### Clock nets, run 1

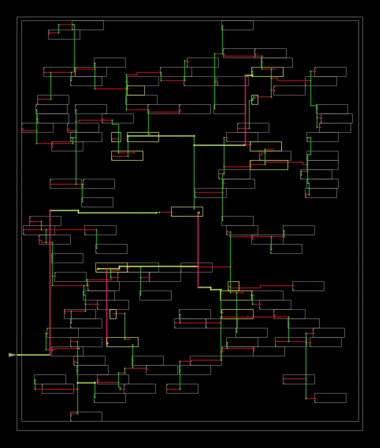
### Metal 4, run 1

The bar under the picture is 20 um long.
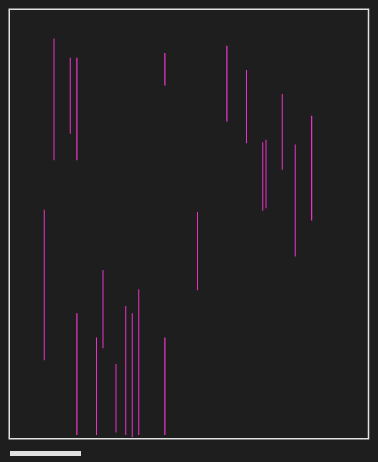
### Clock distribution, run 1

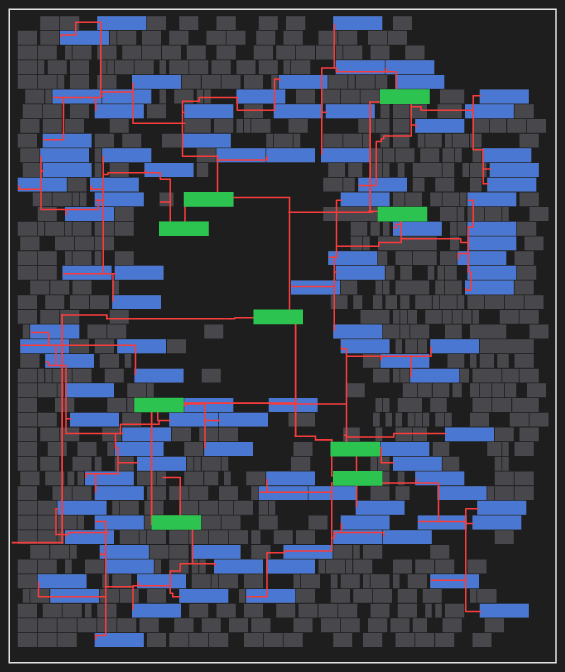
<file path="config.mk">
export PLATFORM = sky130hd
export DESIGN_NAME = rf_write_arbiter
export DESIGN_NICKNAME = d
export VERILOG_FILES = /design/src/rtl/rf_write_arbiter.sv
export SDC_FILE = /design/constraint.sdc
export NUM_CORES = 1
export LEC_CHECK = 0
export ABC_AREA = 0
export CAP_MARGIN = 20
export CORE_ASPECT_RATIO = 1.2
export CORE_UTILIZATION = 40
export CTS_CLUSTER_SIZE = 16
export DETAILED_ROUTE_END_ITERATION = 16
export PLACE_DENSITY = 0.9
export SLEW_MARGIN = 20
export SYNTH_ARGS = -nofsm -noshare
export SYNTH_HDL_FRONTEND = slang
export SYNTH_SLANG_ARGS = --single-unit
</file>
<file path="constraint.sdc">
create_clock -name clk -period 3.5 [get_ports clk]
set_input_delay 0.525 -clock clk [delete_from_list [all_inputs] [get_ports clk]]
set_output_delay 0.525 -clock clk [all_outputs]
set_load 0.01 [all_outputs]
</file>
<file path="src/rtl/rf_write_arbiter.sv">
// rf_write_arbiter
//   Shares the single register-file write port among NUM_REQ writeback
//   sources (e.g. pipeline WB stage, multi-cycle mul/div unit). Each source
//   uses a valid/ready handshake. The grant is either fixed priority
//   (requester 0 highest) or round-robin. Grants are never given to a source
//   whose valid is low. The accepted write is registered and presented to the
//   register file one cycle after acceptance.
//
// Ports
//   clk         clock, all state updates on posedge
//   rst         asynchronous, active-high reset
//   prio_fixed  1: fixed priority, 0: round-robin (applies in the same cycle)
//   hold        1: grant nothing this cycle
//   req_valid   per-requester write pending
//   req_addr    per-requester destination register, slice [i*AW +: AW]
//   req_data    per-requester write data, slice [i*XLEN +: XLEN]
//   req_ready   one-hot (or zero) grant; a transfer happens on valid & ready
//   wb_en       register file WriteEnable
//   wb_addr     register file WriteRegister
//   wb_data     register file WriteData
//   wb_src      index of the requester that produced the current wb_* values
//   grant_cnt   per-requester 16-bit accepted-transfer counters, slice [i*16 +: 16]
module rf_write_arbiter #(
   parameter int NUM_REQ = 2,
   parameter int XLEN    = 64,
   parameter int AW      = 5
) (
   input  logic                       clk,
   input  logic                       rst,
   input  logic                       prio_fixed,
   input  logic                       hold,
   input  logic [NUM_REQ-1:0]         req_valid,
   input  logic [NUM_REQ*AW-1:0]      req_addr,
   input  logic [NUM_REQ*XLEN-1:0]    req_data,
   output logic [NUM_REQ-1:0]         req_ready,
   output logic                       wb_en,
   output logic [AW-1:0]              wb_addr,
   output logic [XLEN-1:0]            wb_data,
   output logic [$clog2(NUM_REQ)-1:0] wb_src,
   output logic [NUM_REQ*16-1:0]      grant_cnt
);

   localparam int PW = $clog2(NUM_REQ);

   logic [PW-1:0]   rr_ptr;
   logic [NUM_REQ-1:0] gnt_p0;
   logic            gnt_any_p0;
   logic [PW-1:0]   gnt_idx_p0;
   logic [AW-1:0]   sel_addr_p0;
   logic [XLEN-1:0] sel_data_p0;
   int              cand;
   logic [PW-1:0]   cand_idx;

   logic            wb_en_p1;
   logic [AW-1:0]   wb_addr_p1;
   logic [XLEN-1:0] wb_data_p1;
   logic [PW-1:0]   wb_src_p1;
   logic [15:0]     cnt_p1 [NUM_REQ];

   // ---- stage p0: grant selection (combinational) ----
   // Fixed mode scans from index 0; round-robin scans from rr_ptr and wraps.
   // The first valid requester in scan order wins.
   always_comb begin
      gnt_p0     = '0;
      gnt_any_p0 = 1'b0;
      gnt_idx_p0 = '0;
      cand       = 0;
      cand_idx   = '0;
      if (!hold) begin
         for (int k = 0; k < NUM_REQ; k++) begin
            cand     = prio_fixed ? k : (int'(rr_ptr) + k) % NUM_REQ;
            cand_idx = PW'(cand);
            if (!gnt_any_p0 && req_valid[cand_idx]) begin
               gnt_any_p0       = 1'b1;
               gnt_idx_p0       = cand_idx;
               gnt_p0[cand_idx] = 1'b1;
            end
         end
      end
   end

   assign req_ready = gnt_p0;

   always_comb begin
      sel_addr_p0 = '0;
      sel_data_p0 = '0;
      for (int i = 0; i < NUM_REQ; i++) begin
         if (gnt_p0[i]) begin
            sel_addr_p0 = req_addr[i*AW +: AW];
            sel_data_p0 = req_data[i*XLEN +: XLEN];
         end
      end
   end

   // ---- stage p1: registered write port, pointer and counters ----
   // A write to register 0 is still accepted and counted, but never enabled.
   // Without a transfer only wb_en drops; address/data/source keep last values.
   always_ff @(posedge clk or posedge rst) begin
      if (rst) begin
         wb_en_p1   <= 1'b0;
         wb_addr_p1 <= '0;
         wb_data_p1 <= '0;
         wb_src_p1  <= '0;
         rr_ptr     <= '0;
         for (int i = 0; i < NUM_REQ; i++) cnt_p1[i] <= '0;
      end else begin
         wb_en_p1 <= gnt_any_p0 && (sel_addr_p0 != '0);
         if (gnt_any_p0) begin
            wb_addr_p1         <= sel_addr_p0;
            wb_data_p1         <= sel_data_p0;
            wb_src_p1          <= gnt_idx_p0;
            cnt_p1[gnt_idx_p0] <= cnt_p1[gnt_idx_p0] + 16'd1;
            rr_ptr             <= (gnt_idx_p0 == PW'(NUM_REQ-1)) ? '0 : gnt_idx_p0 + PW'(1);
         end
      end
   end

   assign wb_en   = wb_en_p1;
   assign wb_addr = wb_addr_p1;
   assign wb_data = wb_data_p1;
   assign wb_src  = wb_src_p1;

   for (genvar g = 0; g < NUM_REQ; g++) begin : g_cnt
      assign grant_cnt[g*16 +: 16] = cnt_p1[g];
   end

endmodule

</file>
==> run notes, run 1 <==
Implementation results. Logic gate fraction of the total cell area landed at 22.3%. Per STA, the worst path is made up of clkdlybuf4s50_1 > nand2b_1 > a21o_4 > inv_4 > buf_4 > clkdlybuf4s50_1. 249 I/O pins were placed. The flow ran to the end, and the final reports show no timing, DRC or antenna violations. Entering global routing, the biggest net connects 82 pins. Summed over all instances, the cell type with the most area after synthesis is sky130_fd_sc_hd__dfrtp_1. The number of antenna diodes in the final layout is 0.

In this run the remaining antenna-violating nets after routing total 0. Area share of buffers outside the clock network landed at 33.2%. Setup slack on the worst path after placement came out at 0.279 ns. The analysis attributes to cell leakage a power of 3.44 nW. Maximum vdd ir drop landed at 0.227 mV. Multiplexer cells account for 0.213% of the synthesized area. Synthesis-stage register bit count landed at 104. The synthesis report names the predominant flop master as sky130_fd_sc_hd__dfrtp_1. Post-route standard cell area excluding fillers landed at 7600 um^2. Area fraction in full adders, half adders and majority gates landed at 0.266%.

The register with the most flip-flops in the layout has 64 of them. The worst setup path is captured at an output port. Per the synthesis report, the XOR/XNOR share of the synthesized area is 4.66%. Summing the areas of all compound-gate instances in the mapped netlist gives 20.6% of the synthesized area. Chip footprint landed at 12200 um^2.

After synthesis, the netlist uses 48 different library cells. Along the worst path, the maximum fanout reaches 37. Number of H-tree levels landed at 3.
Back to the opening pictures, 'Clock nets':
clock buffers: 10
Clock Latency Late Sink: 0.33 ns
number of buffers inserted during clock tree synthesis: 9

Back to the opening pictures, 'Metal 4':
main direction: vertical
share of all routed wire: 3.7%
longest straight run: 42.2 um

Back to the opening pictures, 'Clock distribution':
legend:
  clock wires:
    colour: red
    length: 1160 um
  cells driving clock nets:
    colour: green
    count: 9
  flip-flops:
    colour: blue
    count: 104
routed clock nets: 10

==> run 1: through the flow <==
step	utilization [%]	hold WS, ns
3_5_place_dp	63.5	0.456
3_3_place_gp	63.5	0.458
2_1_floorplan	-	0.504
4_1_cts	66.0	0.469
6_report	66.0	0.468
5_1_grt	66.0	0.474
==> run 1: power breakdown <==
group          internal (W)  switching [W]
Clock              0.000570       0.000429
Combinational      0.000626       0.000444
Sequential          0.00139       0.000210
Total               0.00259        0.00108
==> run 1: per-layer routing <==
metal | wire [um] | up-vias | share of wire (%) | track usage (%)
met5 | 0 | - | 0 | 0
met4 | 558 | 0 | 3.7 | 12.8
met3 | 1280 | 43 | 8.4 | 6.36
met1 | 5540 | 2302 | 36 | 28.0
li1 | - | 2033 | - | -
met2 | 7870 | 292 | 52 | 42.7
### Cells by drive strength, run 1

The bar under the picture is 20 um long.
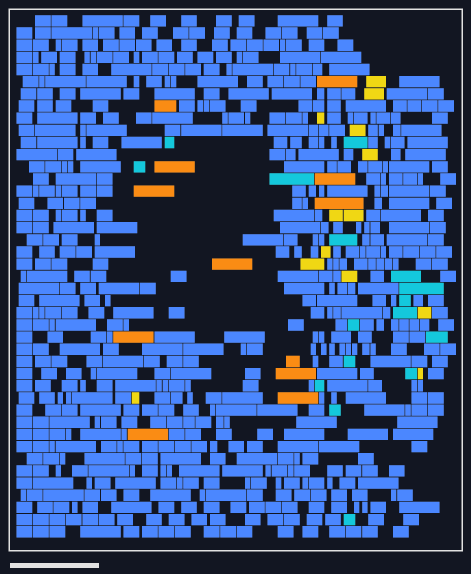

==> run 2, diff against run 1 <==
Settings changed: ABC_CLOCK_PERIOD_IN_PS set to 3500, CORE_MARGIN set to 2.
### Cells by drive strength, run 2

The bar under the picture is 20 um long.
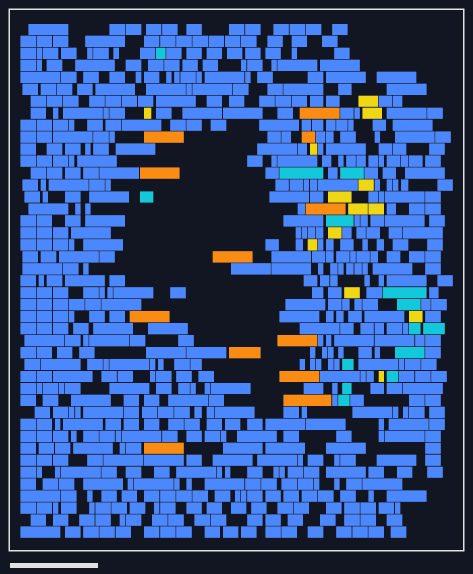
legend:
  drive 1 or less:
    colour: blue
    cells: 620
    share: 94%
  drive 2:
    colour: yellow
    cells: 13
    share: 2.0%
  drive 3 to 4:
    colour: cyan
    cells: 14
    share: 2.1%
  drive 6 and up:
    colour: orange
    cells: 12
    share: 1.8%

==> run 2 against run 1 <==
  * Clock power shrank 1%
  * Non-clock buffer count shrank 1
  * Flip-flop count is the same
  * Largest cell class unchanged
  * Clock-buffer cell count stayed put
  * Routed wire length shrank 2.0%
  * Power fell by 0.51%
  * Critical path depth did not move
  * Sequential share of layout area about the same
  * Combinational power about the same
  * First-iteration DRC count rose by 17%
  * Critical path type unchanged
==> run notes, run 2 <==
Implementation results. The share of total power dissipated in combinational logic is 29.4%. Leftover overflow at the end of global routing landed at 0. The final report lists a non-filler cell total of 816. Routing resource usage on met1 recorded by global route was 27.6%. The worst setup path is captured at an output port. Maximum vdd ir drop landed at 0.253 mV. In the per-layer summary, the met1 wirelength comes to 5450 um.

Clock tree buffer count of the final layout landed at 10. In this run the remaining antenna-violating nets after routing total 0. Net switching power landed at 0.00108 W. Yosys printed 0 warnings. The first global-routing pass estimated 23500 um of wire.

Per the synthesis report, the number of distinct cell types is 48. Number of I/O pins landed at 249. Cell-internal power landed at 0.00258 W. Entering global routing, the biggest net connects 82 pins. Number of flip-flops under the largest register name landed at 64. The synthesis report names the predominant flop master as sky130_fd_sc_hd__dfrtp_1. The flow ran to the end, and the final reports show no timing, DRC or antenna violations. Along the worst path, the maximum fanout reaches 37. The pre-antenna-repair detailed-routing pass consisted of 13 iterations.

Power density relative to cell area landed at 481 nW/um^2. Leakage power summed over all cells landed at 3.44 nW. Logic gate fraction of the total cell area landed at 22.3%. The CTS report gives the tree buffer count as 9. Number of H-tree levels landed at 3.

The final antenna diode tally reported by the flow is 0. Combinational cells consume a total of 0.00107 W. Sequential power share landed at 43.7%. In the detailed route, the total length drawn on met2 is 7920 um.

Chip footprint landed at 12600 um^2. Minimum setup slack after placement landed at 0.275 ns. Global route summary, busiest routing layer listed as met2.

The biggest slice of the total power is consumed by sequential cells. Post-route standard cell area excluding fillers landed at 7600 um^2. Synthesized net count landed at 564. Met2 demand-to-capacity share in global routing landed at 42.6%. Die boundary height landed at 123 um. For this run, the top clock speed supported by timing is 318 MHz. Synthesis-stage register bit count landed at 104. The flow reports power dissipated in sequential cells as 0.00160 W. Clock tree synthesis selected as its root buffer the cell sky130_fd_sc_hd__clkbuf_16.

Worst slack on hold paths landed at 0.469 ns. sky130_fd_sc_hd__dfrtp_1 takes more of the synthesized area than any other cell. Routed wire length landed at 14900 um. Final design utilization landed at 66.0%. Non-clock buffering takes up 33.3% of total cell area after layout.
### Clock distribution, run 2

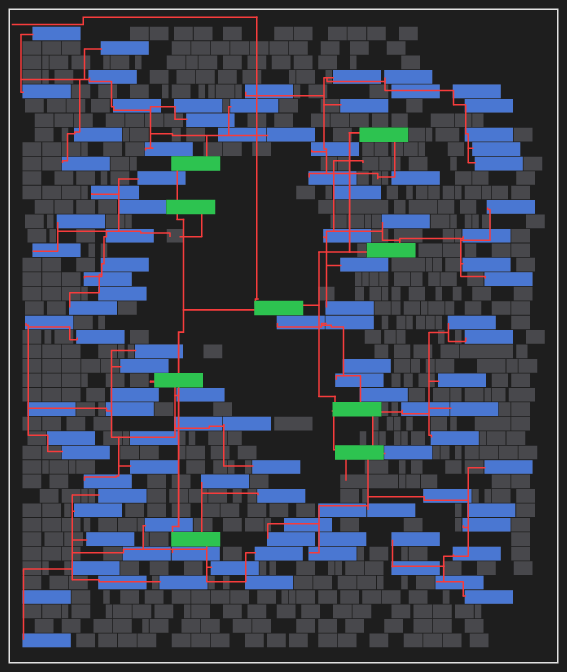
legend:
  flip-flops:
    colour: blue
    count: 104
  cells driving clock nets:
    colour: green
    count: 9
  clock wires:
    colour: red
    length: 1210 um
routed clock nets: 10
flops lie: widely spread
clk pwr: 0.000986 W
Clock Latency Late Sink: 0.34 ns
Layout Skew: 0.00501 ns

==> run 2: cell counts after synthesis <==
Identical to the previous run, type by type.
==> run 2: logic make-up after synthesis <==
| group | share of synthesized area [%] |
|---|---|
| and+or+nand+nor | 10.0 |
| muxes | 0.213 |
| DFF | 55.4 |
| buffers and inverters | 8.84 |
| xor gates and xnor gates | 4.66 |
| adders and majority gates | 0.266 |
| AOI/OAI and AO/OA | 20.6 |
==> run 2: critical path, stage by stage <==
cell and delay, ns:
sky130_fd_sc_hd__clkdlybuf4s50_1 0.55, sky130_fd_sc_hd__nand2b_1 0.14, sky130_fd_sc_hd__a21o_4 0.32, sky130_fd_sc_hd__inv_4 0.10, sky130_fd_sc_hd__buf_4 0.35, sky130_fd_sc_hd__clkdlybuf4s50_1 0.61
Power and IR drop assume default switching activity.
